==> run_1/congestion.png <==
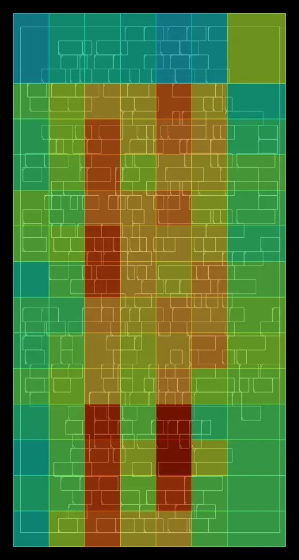
==> run_1/cell_density.png <==
(4 px per um) 5 x 10 tiles, from dark blue (low) to red (high), 0 to 100% covered.
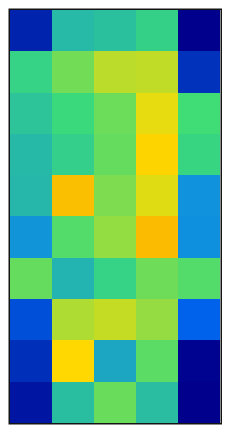
==> run_1/io_fan.png <==
(4 px per um)
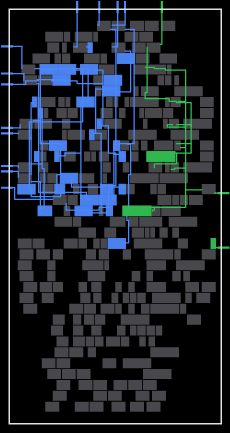
**src/rtl/unibus_int_arb.sv**
```systemverilog
// unibus_int_arb
//
// Interrupt arbiter for the iopage device set. Each device raises a
// level-sensitive request with its own bus-request level and vector; the
// arbiter picks one eligible winner against the current CPU priority,
// presents a single interrupt/vector pair to the CPU and, once the CPU takes
// it, returns a one-cycle acknowledge to the granted device so it can clear
// its request.
//
// Ports
//   clk         system clock, all state on the rising edge
//   reset       synchronous active-low reset
//   dev_irq     per-device request, held by the device until dev_ack
//   dev_level   per-device BR level, device i at [3i+2:3i], 0 = disabled
//   dev_vector  per-device vector, device i at [8i+7:8i]
//   cpu_ipl     current CPU priority
//   cpu_ack     one-cycle pulse: CPU has taken the presented interrupt
//   interrupt   interrupt pending to the CPU
//   vector      vector of the granted device, valid while interrupt=1
//   dev_ack     one-hot, one-cycle acknowledge to the granted device
//   grant_id    index of the granted device, valid while interrupt=1
//
// state   | meaning
// --------+-------------------------------------------------------------
// IDLE    | arbitrating; latches the winner when any device is eligible
// PRESENT | interrupt/vector presented to CPU, waiting for cpu_ack
// ACK     | dev_ack pulsed to the granted device
// HOLDOFF | one quiet cycle so the device can drop its request

module unibus_int_arb #(
  parameter int N_DEV = 4
) (
  input  logic                 clk,
  input  logic                 reset,
  input  logic [N_DEV-1:0]     dev_irq,
  input  logic [3*N_DEV-1:0]   dev_level,
  input  logic [8*N_DEV-1:0]   dev_vector,
  input  logic [2:0]           cpu_ipl,
  input  logic                 cpu_ack,
  output logic                 interrupt,
  output logic [7:0]           vector,
  output logic [N_DEV-1:0]     dev_ack,
  output logic [2:0]           grant_id
);

  typedef enum logic [1:0] {
    IDLE    = 2'd0,
    PRESENT = 2'd1,
    ACK     = 2'd2,
    HOLDOFF = 2'd3
  } state_t;

  state_t     state;
  logic [2:0] grant_level;

  logic       any_elig;
  logic [2:0] win_idx;
  logic [2:0] win_level;
  logic [7:0] win_vector;

  // Winner: highest level among eligible devices. The strict compare keeps
  // the first (lowest-index) device on a tie.
  always_comb begin
    any_elig   = 1'b0;
    win_idx    = '0;
    win_level  = '0;
    win_vector = '0;
    for (int i = 0; i < N_DEV; i++) begin
      if (dev_irq[i] && (dev_level[3*i +: 3] > cpu_ipl)) begin
        if (!any_elig || (dev_level[3*i +: 3] > win_level)) begin
          any_elig   = 1'b1;
          win_idx    = 3'(i);
          win_level  = dev_level[3*i +: 3];
          win_vector = dev_vector[8*i +: 8];
        end
      end
    end
  end

  // Request line of the latched device and its one-hot acknowledge. Built by
  // compare rather than indexing so grant_id never selects past N_DEV.
  logic             granted_irq;
  logic [N_DEV-1:0] ack_onehot;

  always_comb begin
    granted_irq = 1'b0;
    ack_onehot  = '0;
    for (int i = 0; i < N_DEV; i++) begin
      if (grant_id == 3'(i)) begin
        granted_irq   = dev_irq[i];
        ack_onehot[i] = 1'b1;
      end
    end
  end

  always_ff @(posedge clk) begin
    if (!reset) begin
      state       <= IDLE;
      interrupt   <= 1'b0;
      vector      <= '0;
      dev_ack     <= '0;
      grant_id    <= '0;
      grant_level <= '0;
    end else begin
      dev_ack <= '0;
      case (state)
        IDLE: begin
          if (any_elig) begin
            state       <= PRESENT;
            interrupt   <= 1'b1;
            grant_id    <= win_idx;
            vector      <= win_vector;
            grant_level <= win_level;
          end
        end
        PRESENT: begin
          // cpu_ack has priority over a simultaneous withdraw or IPL raise:
          // the CPU has already committed to this vector.
          if (cpu_ack) begin
            state     <= ACK;
            interrupt <= 1'b0;
            dev_ack   <= ack_onehot;
          end else if (!granted_irq || (cpu_ipl >= grant_level)) begin
            state     <= IDLE;
            interrupt <= 1'b0;
          end
        end
        ACK: begin
          state <= HOLDOFF;
        end
        HOLDOFF: begin
          state <= IDLE;
        end
        default: begin
          state     <= IDLE;
          interrupt <= 1'b0;
        end
      endcase
    end
  end

endmodule
```
**config.mk**
```make
export PLATFORM = sky130hd
export DESIGN_NAME = unibus_int_arb
export DESIGN_NICKNAME = d
export VERILOG_FILES = /design/src/rtl/unibus_int_arb.sv
export SDC_FILE = /design/constraint.sdc
export NUM_CORES = 1
export LEC_CHECK = 0
export CAP_MARGIN = 0
export CORE_ASPECT_RATIO = 2
export CORE_UTILIZATION = 35
export CTS_CLUSTER_DIAMETER = 50
export DETAILED_ROUTE_END_ITERATION = 7
export PLACE_DENSITY = 0.66
export SYNTH_ARGS = -nofsm -noshare
export SYNTH_HDL_FRONTEND = slang
export SYNTH_SLANG_ARGS = --single-unit
```
**constraint.sdc**
```tcl
create_clock -name clk -period 15.9 [get_ports clk]
set_clock_uncertainty 0.2 [all_clocks]
set_input_delay 3.975 -clock clk [delete_from_list [all_inputs] [get_ports clk]]
set_output_delay 3.975 -clock clk [all_outputs]
set_load 0.02 [all_outputs]
```
==> results.rst, run 1 <==
Run summary
-----------

.. list-table::
   :header-rows: 1

   * - Metric
     - Value
   * - Result of the run
     - complete, no violations
   * - Max-slew headroom at the worst pin
     - between 40% and 50%
   * - Async set or reset register ratio after synthesis
     - 0%
   * - Crit path time final
     - a little under 10,000 ps
   * - Hold crit path type
     - flip-flop to flip-flop
   * - Clock buffer depth
     - 2
   * - Residual overflow from global routing
     - 0
   * - Register containing the most flip-flops in the final layout
     - vector
   * - Detail Route Antenna Nets
     - 0
   * - Nets
     - around 350
   * - Share of power burned in the clock network
     - between 10% and 20%
   * - Max-slew violations
     - 0
   * - Cell count listed in synth_stat.txt
     - 212
   * - Master cell of the clock root buffer
     - sky130_fd_sc_hd__clkbuf_8
   * - Switching component of the power
     - approximately 77 uW
   * - Worst setup EP type
     - flip-flop
   * - Post-synthesis instance area
     - 1790 um2
   * - Crit share post-route
     - 62.4%
   * - Routed met2 length
     - around 3000 um
   * - HP Start
     - interrupt$_SDFFE_PN0P_
   * - Worst-path fanout max
     - 12
   * - Setup CP Type
     - primary input to flip-flop
   * - Main synth FF type
     - sky130_fd_sc_hd__dfxtp_1
   * - CORE AREA
     - 4910 um2
   * - Combinational logic power
     - 104 uW
   * - Instance tally after logic synthesis
     - between 200 and 250
   * - Number of buffers added by the clock tree synthesis step
     - 3
   * - Number of buffers inserted for hold repair after clock tree synthesis
     - 0
   * - Final sum of negative setup slack
     - 0 ps
   * - Power in sequential cells
     - a little under 70 uW
## Picture notes: congestion.png
drt wl/cell: 15.8 um
busiest grt layer: met2
global routing met1 resource utilization: 22.0%
Global Route met2 Usage: 40.0%

## Picture notes: cell_density.png
6.0% of the tiles are nearly empty. The mean over all tiles is 45%. The emptiest ninth of the die: bottom right. 8.0% of the tiles are over 75% full. The fullest tile reaches 79%.

## Picture notes: io_fan.png
Key: green = grant_id [bits 3, direction output, edge 2 right, 1 top, end cells 3, buffers 2, wire 144 um]; blue = dev_level [bits 12, direction input, edge 8 left, 4 top, end cells 30, buffers 12, wire 596 um]

==> run 1: through the flow <==
step | util [%] | std cells | worst slack [ps]
floorplan | - | 212 | 7020
global placement | 50.5 | 328 | 5850
detailed placement | 50.5 | 328 | 5710
CTS | 51.6 | 332 | 5970
global route | 51.6 | 332 | 5470
finish | 51.6 | 332 | 5980
==> run 1: cell usage in the layout, fill, tap and decap left out, drive strengths merged <==
| cell type | count |
|---|---|
| clkdlybuf4s50 | 68 |
| nand3b | 1 |
| o211ai | 10 |
| mux2i | 1 |
| mux4 | 1 |
| ha | 24 |
| nor2 | 11 |
| a22o | 9 |
| nor3b | 3 |
| nor3 | 3 |
| a211o | 2 |
| and4 | 1 |
| a31oi | 11 |
| conb | 1 |
| nand3 | 9 |
| a31o | 1 |
| a311oi | 1 |
| o31ai | 1 |
| o21a | 4 |
| a21boi | 2 |
| a22oi | 2 |
| a21o | 3 |
| o2111ai | 1 |
| o21ai | 32 |
| nand2 | 6 |
| a2111oi | 1 |
| clkbuf | 4 |
| or3 | 9 |
| a21oi | 3 |
| nor2b | 6 |
| nor4 | 1 |
| inv | 15 |
| or2 | 2 |
| o211a | 1 |
| a211oi | 2 |
| dfxtp | 20 |
| and3 | 3 |
==> run 1: area by class of cell <==
type | instances | area, um2
clock buffers | 4 | 55.1
fillers | 474 | 2380
inverters | 15 | 56.3
multi-input cells | 168 | 1270
flip-flops and latches | 20 | 400
well taps | 57 | 71.3
repair buffers | 68 | 681
==> run 1: cell families after synthesis <==
group | synth area share (%)
compound gates | 33.4
simple gates | 18.6
buf+inv | 6.90
fa+ha+maj | 16.7
flops | 22.3
mux | 1.81
other cells | 0.209
==> run_1/layer_met3.png <==
(6 px per um) Cells faint in the background.
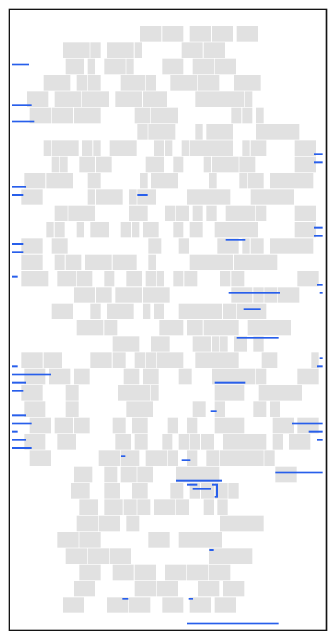

==> run 2, diff against run 1 <==
PLACE_DENSITY = 0.69   (was 0.66)
clock period = 9.1 ns   (was 15.9 ns; I/O delays follow)
==> run_2/layer_met3.png <==
(6 px per um) Cells faint in the background.
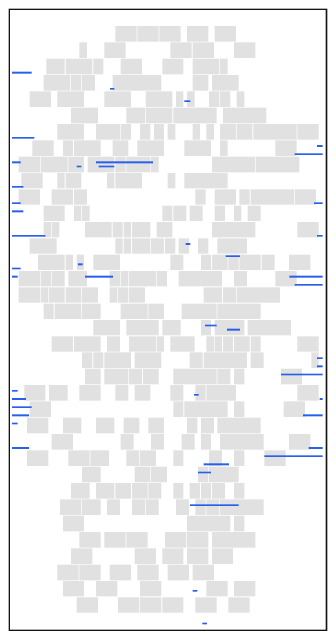
38 nets have wire on it. The layer carries 107 um of wire. The layer holds 2.1% of the routed length.

==> run 2 against run 1 <==
Sequential cell count stayed put. Largest power group unchanged. Critical path type unchanged. Worst setup slack got worse by 5100 ps. Final area stayed put.
==> results.rst, run 2 <==
Run summary
-----------

.. list-table::
   :header-rows: 1

   * - Metric
     - Value
   * - Async set or reset register ratio after synthesis
     - 0% (unchanged)
   * - Global routing met1 resource utilization
     - 20.5% (-1.5 points)
   * - Drt wl/cell
     - 15.6 um (-1.4%)
   * - Stage-log warning count
     - 26
   * - Number of buffers added by the clock tree synthesis step
     - 3 (unchanged)
   * - Global Route met2 Usage
     - 40.4% (+0.39 points)
   * - Worst setup slack after layout
     - 901 ps (-5080 ps)
   * - Synthesized chip area reported by yosys
     - between 1500 and 2000 um2
   * - Mean post-synth cell area
     - 8.46 um2
   * - Max-slew headroom at the worst pin
     - 40.2% (-1.4 points)
   * - Area share, top type
     - 22.3%
   * - Final instance count without filler cells
     - 332 (unchanged)
   * - Starting density of the core
     - a little over a third
   * - Clock buffer depth
     - 2 (unchanged)
   * - TritonCTS sink count
     - 20
   * - Master cell of the clock root buffer
     - sky130_fd_sc_hd__clkbuf_8
   * - Post-Place Worst Slack
     - 672 ps (-5040 ps)
   * - Overall routed net length
     - 5170 um
   * - Crit path time final
     - around 8200 ps
   * - Violation tally from detailed-route iteration zero
     - 36
   * - Cell Pwr Density
     - ~140 nW/um2
   * - Fillers
     - 497 (+4.9%)
   * - Post-synthesis instance area
     - 1790 um2 (unchanged)
   * - Main synth FF type
     - sky130_fd_sc_hd__dfxtp_1
   * - Setup CP Type
     - primary input to flip-flop
   * - Max-slew violations
     - 0 (unchanged)
   * - HP Start
     - interrupt$_SDFFE_PN0P_
   * - Cell count listed in synth_stat.txt
     - 212 (unchanged)
   * - Cells after DPL
     - 328 (unchanged)
   * - Leading cell type in the layout, fill and taps excluded
     - sky130_fd_sc_hd__clkdlybuf4s50_1
   * - Master of the slowest instance on the critical path
     - sky130_fd_sc_hd__a21oi_2
   * - Nets
     - 354 (unchanged)
   * - Number of buffers inserted for hold repair after clock tree synthesis
     - 0 (unchanged)
   * - CORE AREA
     - 4910 um2 (unchanged)
   * - Hold crit path type
     - flip-flop to flip-flop
   * - Pre-antenna DRT Iters
     - 4
   * - Instance tally after logic synthesis
     - 212 (unchanged)
   * - Residual overflow from global routing
     - 0 (unchanged)
   * - Result of the run
     - complete, no violations
   * - Most frequent cells in the layout
     - sky130_fd_sc_hd__clkdlybuf4s50_1, sky130_fd_sc_hd__o21ai_0, sky130_fd_sc_hd__ha_1, sky130_fd_sc_hd__dfxtp_1, sky130_fd_sc_hd__inv_1
   * - Post-placement cell area
     - between 2000 and 2500 um2
   * - Crit share post-route
     - 90.1%
   * - Register containing the most flip-flops in the final layout
     - vector
   * - Busiest grt layer
     - met2
   * - Worst setup EP type
     - flip-flop
   * - Final sum of negative setup slack
     - 0 ps (unchanged)
## run 2: cells by family after synthesis
logic type,count (synthesis),synth area share [%]
buffers and inverters,24,6.90
adders and majority gates,24,16.7
AOI/OAI and AO/OA,86,33.4
other,1,0.209
muxes,2,1.81
DFF,20,22.3
and+or+nand+nor,55,18.6
## run 2: cell type report
cell class	instances	area, um2	share of cell area [%]
inverter	15	56.3	2.22
sequential	20	400	15.8
tap	57	71.3	2.81
timing repair buffer	68	681	26.9
clock buffer	4	55.1	2.17
multi-input combinational	168	1270	50.1
## run 2: routing by layer
layer	part of all wire (%)	wire length (um)	vias to the layer above
met5	0	0	-
li1	-	-	935
met2	59	3050	49
met4	3.6	188	0
met1	35	1830	837
met3	2.1	107	14
## run 2: power breakdown
group / internal (mW) / total, mW / switching (mW)
Combinational: 0.0891 / 0.180 / 0.0907
Clock: 0.0386 / 0.0683 / 0.0297
Sequential: 0.104 / 0.118 / 0.0144
## run 2: how the worst max path moves through the flow
stage	startpoint	depth (start not counted)	to
4_1_cts	cpu_ipl[2]	28	vector[2]$_SDFFE_PN0P_
3_3_place_gp	cpu_ipl[1]	27	grant_id[0]$_SDFFE_PN0P_
2_1_floorplan	cpu_ipl[2]	28	grant_id[0]$_SDFFE_PN0P_
3_5_place_dp	cpu_ipl[2]	27	grant_id[0]$_SDFFE_PN0P_
6_report	cpu_ipl[2]	28	vector[2]$_SDFFE_PN0P_
5_1_grt	cpu_ipl[0]	27	grant_id[0]$_SDFFE_PN0P_
## run 2: worst reg2reg max path: cells and delay by family, from the launching register on
kind | cells | cell delay, ps
multiplexers | 1 | 550
flip-flops | 1 | 470
AND-OR/OR-AND | 1 | 150
AND/OR/NAND/NOR | 3 | 300
Power is estimated from default activity; no workload was simulated.
